## src/rtl/astable_555_pkg.sv

```systemverilog
// Shared constants, channel state encoding and the fixed low-time calculation
// for the multi-channel 555 astable VCO.
package astable_555_pkg;

  localparam int unsigned Ln2Q16 = 45426;
  localparam int unsigned Vcc    = 65535;
  localparam int unsigned VcMax  = 65531;

  typedef enum logic [1:0] {
    StResetHold,
    StHigh,
    StLow
  } ch_state_e;

  // Discharge phase length in clk cycles; only R2 is in the discharge path.
  function automatic logic [31:0] calc_cycles_low(input logic [63:0] c35,
                                                  input logic [63:0] r2,
                                                  input logic [63:0] clk_rate);
    logic [63:0] t;
    t = (c35 * r2 * 64'(Ln2Q16)) >> 29;
    t = (t * clk_rate) >> 22;
    return (t > 64'hFFFF_FFFF) ? 32'hFFFF_FFFF : t[31:0];
  endfunction

endpackage

```

## src/rtl/natural_log.sv

```systemverilog
// Combinational natural log of a Q8 value, Q8 result: octave from the leading
// one plus a 16-segment interpolated table for the mantissa.
module natural_log
  import astable_555_pkg::*;
(
  input  logic [23:0] x_i,
  output logic [11:0] ln_o
);

  // ln(1 + i/16) in Q16.
  function automatic logic [15:0] ln_tab(input logic [4:0] i);
    unique case (i)
      5'd0:    return 16'd0;
      5'd1:    return 16'd3973;
      5'd2:    return 16'd7719;
      5'd3:    return 16'd11262;
      5'd4:    return 16'd14624;
      5'd5:    return 16'd17822;
      5'd6:    return 16'd20870;
      5'd7:    return 16'd23783;
      5'd8:    return 16'd26573;
      5'd9:    return 16'd29248;
      5'd10:   return 16'd31818;
      5'd11:   return 16'd34292;
      5'd12:   return 16'd36675;
      5'd13:   return 16'd38975;
      5'd14:   return 16'd41197;
      5'd15:   return 16'd43345;
      default: return 16'd45426;
    endcase
  endfunction

  logic [4:0]  msb;
  logic [23:0] norm;
  logic [15:0] t0, t1;
  logic [23:0] interp;
  logic [31:0] total;
  logic        unused_norm;

  always_comb begin
    msb = '0;
    for (int b = 0; b < 24; b++) begin
      if (x_i[b]) msb = 5'(b);
    end
    norm   = x_i << (5'd23 - msb);
    t0     = ln_tab({1'b0, norm[22:19]});
    t1     = ln_tab({1'b0, norm[22:19]} + 5'd1);
    interp = 24'(t0) + ((24'(t1 - t0) * 24'(norm[18:11])) >> 8);
    total  = 32'(msb - 5'd8) * 32'(Ln2Q16) + 32'(interp) + 32'd128;
    ln_o   = '0;
    // Inputs below 1.0 would give a negative log; the VCO ratio never goes there.
    if (msb >= 5'd8) begin
      ln_o = ((total >> 8) > 32'd4095) ? 12'hFFF : 12'(total >> 8);
    end
  end

  assign unused_norm = ^{norm[23], norm[10:0]};

endmodule

```

## src/rtl/vco_period_calc.sv

```systemverilog
// Time-multiplexed high-time calculator: one channel enters the 3-stage
// pipeline per clk and its high length is emitted as a table write.
module vco_period_calc
  import astable_555_pkg::*;
#(
  parameter int unsigned CLOCK_RATE   = 50000000,
  parameter int unsigned CHANNELS     = 4,
  parameter int unsigned R1           = 47000,
  parameter int unsigned R2           = 27000,
  parameter int unsigned C_35_SHIFTED = 1134,
  parameter int unsigned IdxW         = (CHANNELS > 1) ? $clog2(CHANNELS) : 1
) (
  input  logic                   clk_i,
  input  logic                   rst_ni,
  input  logic [16*CHANNELS-1:0] v_control_i,
  output logic                   wr_o,
  output logic [IdxW-1:0]        wr_ch_o,
  output logic [31:0]            high_len_o
);

  localparam logic [63:0] KTime = 64'(C_35_SHIFTED) * 64'(R1 + R2) * 64'(CLOCK_RATE);

  logic [IdxW-1:0] idx_q, idx_d;
  logic [IdxW-1:0] s1_ch_q, s1_ch_d, s2_ch_q, s2_ch_d;
  logic            s1_vld_q, s1_vld_d, s2_vld_q, s2_vld_d;
  logic [23:0]     s1_ratio_q, s1_ratio_d;
  logic [11:0]     s2_ln_q, s2_ln_d;
  logic [11:0]     ln_w;
  logic [15:0]     vc_raw, vc;
  logic [17:0]     den;
  logic [63:0]     prod, hl_full;

  natural_log u_ln (
    .x_i  (s1_ratio_q),
    .ln_o (ln_w)
  );

  always_comb begin
    idx_d      = (idx_q == IdxW'(CHANNELS - 1)) ? '0 : idx_q + 1'b1;
    vc_raw     = v_control_i[{idx_q, 4'b0000} +: 16];
    vc         = (vc_raw > 16'(VcMax)) ? 16'(VcMax) : vc_raw;
    den        = {17'(Vcc) - 17'(vc), 1'b0};
    s1_ratio_d = 24'd256 + ({vc, 8'b0} / 24'(den));
    s1_ch_d    = idx_q;
    s1_vld_d   = 1'b1;
    s2_ln_d    = ln_w;
    s2_ch_d    = s1_ch_q;
    s2_vld_d   = s1_vld_q;
    prod       = KTime * 64'(s2_ln_q);
    hl_full    = prod >> 43;
  end

  always_ff @(posedge clk_i or negedge rst_ni) begin
    if (!rst_ni) begin
      idx_q      <= '0;
      s1_ch_q    <= '0;
      s1_vld_q   <= 1'b0;
      s1_ratio_q <= 24'd256;
      s2_ch_q    <= '0;
      s2_vld_q   <= 1'b0;
      s2_ln_q    <= '0;
    end else begin
      idx_q      <= idx_d;
      s1_ch_q    <= s1_ch_d;
      s1_vld_q   <= s1_vld_d;
      s1_ratio_q <= s1_ratio_d;
      s2_ch_q    <= s2_ch_d;
      s2_vld_q   <= s2_vld_d;
      s2_ln_q    <= s2_ln_d;
    end
  end

  assign wr_o       = s2_vld_q;
  assign wr_ch_o    = s2_ch_q;
  assign high_len_o = (hl_full > 64'hFFFF_FFFF) ? 32'hFFFF_FFFF : hl_full[31:0];

endmodule

```

## src/rtl/astable_555_vco_multi.sv

```systemverilog
// Multi-channel 555 astable VCO: high-length table, per-channel phase FSMs and
// audio-rate output sample registers.
module astable_555_vco_multi
  import astable_555_pkg::*;
#(
  parameter int unsigned CLOCK_RATE   = 50000000,
  parameter int unsigned CHANNELS     = 4,
  parameter int unsigned R1           = 47000,
  parameter int unsigned R2           = 27000,
  parameter int unsigned C_35_SHIFTED = 1134,
  parameter logic [15:0] AMPLITUDE    = 16'hFFFF
) (
  input  logic                   clk,
  input  logic                   rst_n,
  input  logic                   audio_clk_en,
  input  logic [16*CHANNELS-1:0] v_control,
  input  logic [CHANNELS-1:0]    reset_555_n,
  output logic [16*CHANNELS-1:0] out
);

  localparam int unsigned IdxW      = (CHANNELS > 1) ? $clog2(CHANNELS) : 1;
  localparam logic [31:0] CyclesLow = calc_cycles_low(64'(C_35_SHIFTED), 64'(R2),
                                                      64'(CLOCK_RATE));

  logic                   wr;
  logic [IdxW-1:0]        wr_ch;
  logic [31:0]            wr_len;

  ch_state_e              state_q    [CHANNELS];
  ch_state_e              state_d    [CHANNELS];
  logic [31:0]            cnt_q      [CHANNELS];
  logic [31:0]            cnt_d      [CHANNELS];
  logic [31:0]            cur_high_q [CHANNELS];
  logic [31:0]            cur_high_d [CHANNELS];
  logic [31:0]            high_len_q [CHANNELS];
  logic [31:0]            high_len_d [CHANNELS];
  logic [16*CHANNELS-1:0] out_q, out_d;

  vco_period_calc #(
    .CLOCK_RATE   (CLOCK_RATE),
    .CHANNELS     (CHANNELS),
    .R1           (R1),
    .R2           (R2),
    .C_35_SHIFTED (C_35_SHIFTED),
    .IdxW         (IdxW)
  ) u_calc (
    .clk_i       (clk),
    .rst_ni      (rst_n),
    .v_control_i (v_control),
    .wr_o        (wr),
    .wr_ch_o     (wr_ch),
    .high_len_o  (wr_len)
  );

  always_comb begin
    for (int k = 0; k < CHANNELS; k++) begin
      high_len_d[k] = high_len_q[k];
      state_d[k]    = state_q[k];
      cnt_d[k]      = cnt_q[k];
      cur_high_d[k] = cur_high_q[k];
    end
    if (wr) high_len_d[wr_ch] = wr_len;

    // Latches read high_len_q, so a same-cycle table write is seen next period.
    for (int k = 0; k < CHANNELS; k++) begin
      if (!reset_555_n[k]) begin
        state_d[k] = StResetHold;
        cnt_d[k]   = '0;
      end else begin
        unique case (state_q[k])
          StResetHold: begin
            cnt_d[k]      = '0;
            cur_high_d[k] = high_len_q[k];
            state_d[k]    = (high_len_q[k] == '0) ? StLow : StHigh;
          end
          StHigh: begin
            if (cnt_q[k] == cur_high_q[k] - 32'd1) begin
              state_d[k] = StLow;
              cnt_d[k]   = '0;
            end else begin
              cnt_d[k] = cnt_q[k] + 32'd1;
            end
          end
          StLow: begin
            if (cnt_q[k] == CyclesLow - 32'd1) begin
              cnt_d[k]      = '0;
              cur_high_d[k] = high_len_q[k];
              state_d[k]    = (high_len_q[k] == '0) ? StLow : StHigh;
            end else begin
              cnt_d[k] = cnt_q[k] + 32'd1;
            end
          end
          default: begin
            state_d[k] = StResetHold;
            cnt_d[k]   = '0;
          end
        endcase
      end
    end

    out_d = out_q;
    if (audio_clk_en) begin
      for (int k = 0; k < CHANNELS; k++) begin
        out_d[16*k +: 16] = (state_q[k] == StHigh) ? AMPLITUDE : 16'h0000;
      end
    end
  end

  always_ff @(posedge clk or negedge rst_n) begin
    if (!rst_n) begin
      for (int k = 0; k < CHANNELS; k++) begin
        state_q[k]    <= StResetHold;
        cnt_q[k]      <= '0;
        cur_high_q[k] <= '0;
        high_len_q[k] <= '0;
      end
      out_q <= '0;
    end else begin
      for (int k = 0; k < CHANNELS; k++) begin
        state_q[k]    <= state_d[k];
        cnt_q[k]      <= cnt_d[k];
        cur_high_q[k] <= cur_high_d[k];
        high_len_q[k] <= high_len_d[k];
      end
      out_q <= out_d;
    end
  end

  assign out = out_q;

endmodule
```

## config.mk

```make
export PLATFORM = sky130hd
export DESIGN_NAME = astable_555_vco_multi
export DESIGN_NICKNAME = d
export VERILOG_FILES = /design/src/rtl/astable_555_pkg.sv /design/src/rtl/natural_log.sv /design/src/rtl/vco_period_calc.sv /design/src/rtl/astable_555_vco_multi.sv
export SDC_FILE = /design/constraint.sdc
export NUM_CORES = 2
export LEC_CHECK = 0
export ABC_CLOCK_PERIOD_IN_PS = 58100
export CAP_MARGIN = 20
export CORE_AREA = 2 2 349 351
export CTS_CLUSTER_DIAMETER = 80
export DETAILED_ROUTE_END_ITERATION = 7
export DIE_AREA = 0 0 351 353
export SYNTH_ARGS = -nofsm -noshare
export SYNTH_HDL_FRONTEND = slang
export SYNTH_SLANG_ARGS = --single-unit
```

## constraint.sdc

```tcl
create_clock -name clk -period 58.1 [get_ports clk]
set_clock_uncertainty 0.15 [all_clocks]
set_input_delay 8.715 -clock clk [delete_from_list [all_inputs] [get_ports clk]]
set_output_delay 8.715 -clock clk [all_outputs]
set_load 0.01 [all_outputs]
```

==> images/port_nets.png <==
Scale bar: 100 um.
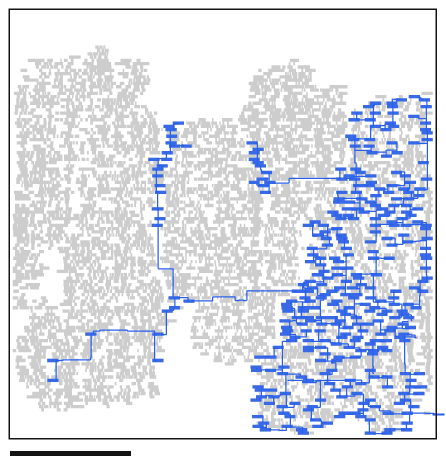
- `rst_n`: blue (bits 1; direction input; end cells 352; buffers 7; wire 3,020 um)

==> images/metal_stack.png <==
Two of the layers only.
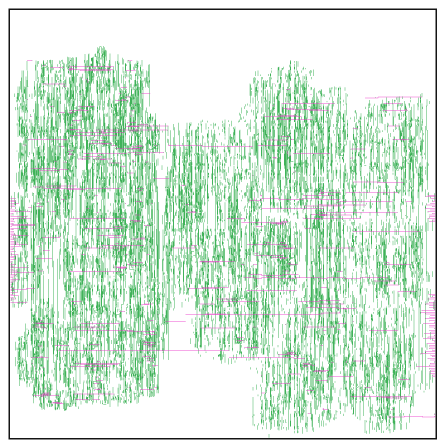
- met2: green (wire length 64.8 mm)
- met3: magenta (wire length 5,220 um)

==> results.json <==
{
  "ys_warn_count": 0,
  "slowest_delay_ns": 0.47,
  "clkLatencyLatePin_ns": 0.59,
  "cp.depth": 284,
  "worstHoldPathType": "flip-flop to flip-flop",
  "tns_ns": 0,
  "status": "finished, final reports clean",
  "mux_share": 0.0692,
  "path_class": "input port to flip-flop",
  "finalWorstSetupSlack_ns": 1.59,
  "dp_cells": 7413,
  "postCtsSetupRepairBufs": 1,
  "ys_types": 105,
  "slew_violations": 0,
  "grt_max_degree": 85,
  "dr.max_layer_used": "met4",
  "seq_share": 0.159,
  "met1_usage": 0.267,
  "largestClassByArea": "logic gates",
  "crit_start": "v_control[14]",
  "crit_buf_inv": 9,
  "whs_ns": 0.197,
  "crit_end": "u_calc.s1_ratio_q[0]",
  "cts_tree": "built",
  "ys.flop_type": "dfrtp_1",
  "crit_arrival_ns": 56.84,
  "synth_area_per_cell_sq_um": 8.44,
  "clock_path_buffers": 3,
  "n_tap_cell": 1625,
  "gr-total-overflow": 0,
  "via_per_inst": 5.38,
  "largest_register_ffs": 128,
  "hold_end": "u_calc.wr_ch_o[1]",
  "place_hpwl_mm": 103,
  "synthToLayoutAreaGrowth_pct": 16.1,
  "dr_wl_met3_mm": 5.22,
  "grt_pass1_wl_mm": 211,
  "synth-edff-count": 0,
  "utilization": 0.459,
  "yosysMostFrequentCell": "ha_1",
  "final_nets": 6823,
  "max_cap_violations": 0,
  "area_leaders": "dfrtp_1 18%, ha_1 15%, fa_1 10%, xnor2_1 5.6%, inv_1 4.5%",
  "postRouteAntennaNets": 0,
  "antenna_found_initial": 2,
  "worstRegToRegCells": 283,
  "ys_sh_simple": 0.181,
  "postPlaceCellArea_sq_um": 52400,
  "dp_worst_setup_slack_ns": -0.707,
  "die_w_um": 351,
  "critPathMostFrequentCell": "a21oi_2",
  "fp_util": 0.395,
  "cp_top_family": "AND-OR/OR-AND gates",
  "top_cells_by_count": "569 x ha_1, 568 x inv_1, 533 x nor2_1",
  "drt_first_pass_iters": 7,
  "r2r_end": "u_calc.s1_ratio_q[0]",
  "drt_iter0_drc": 2107
}
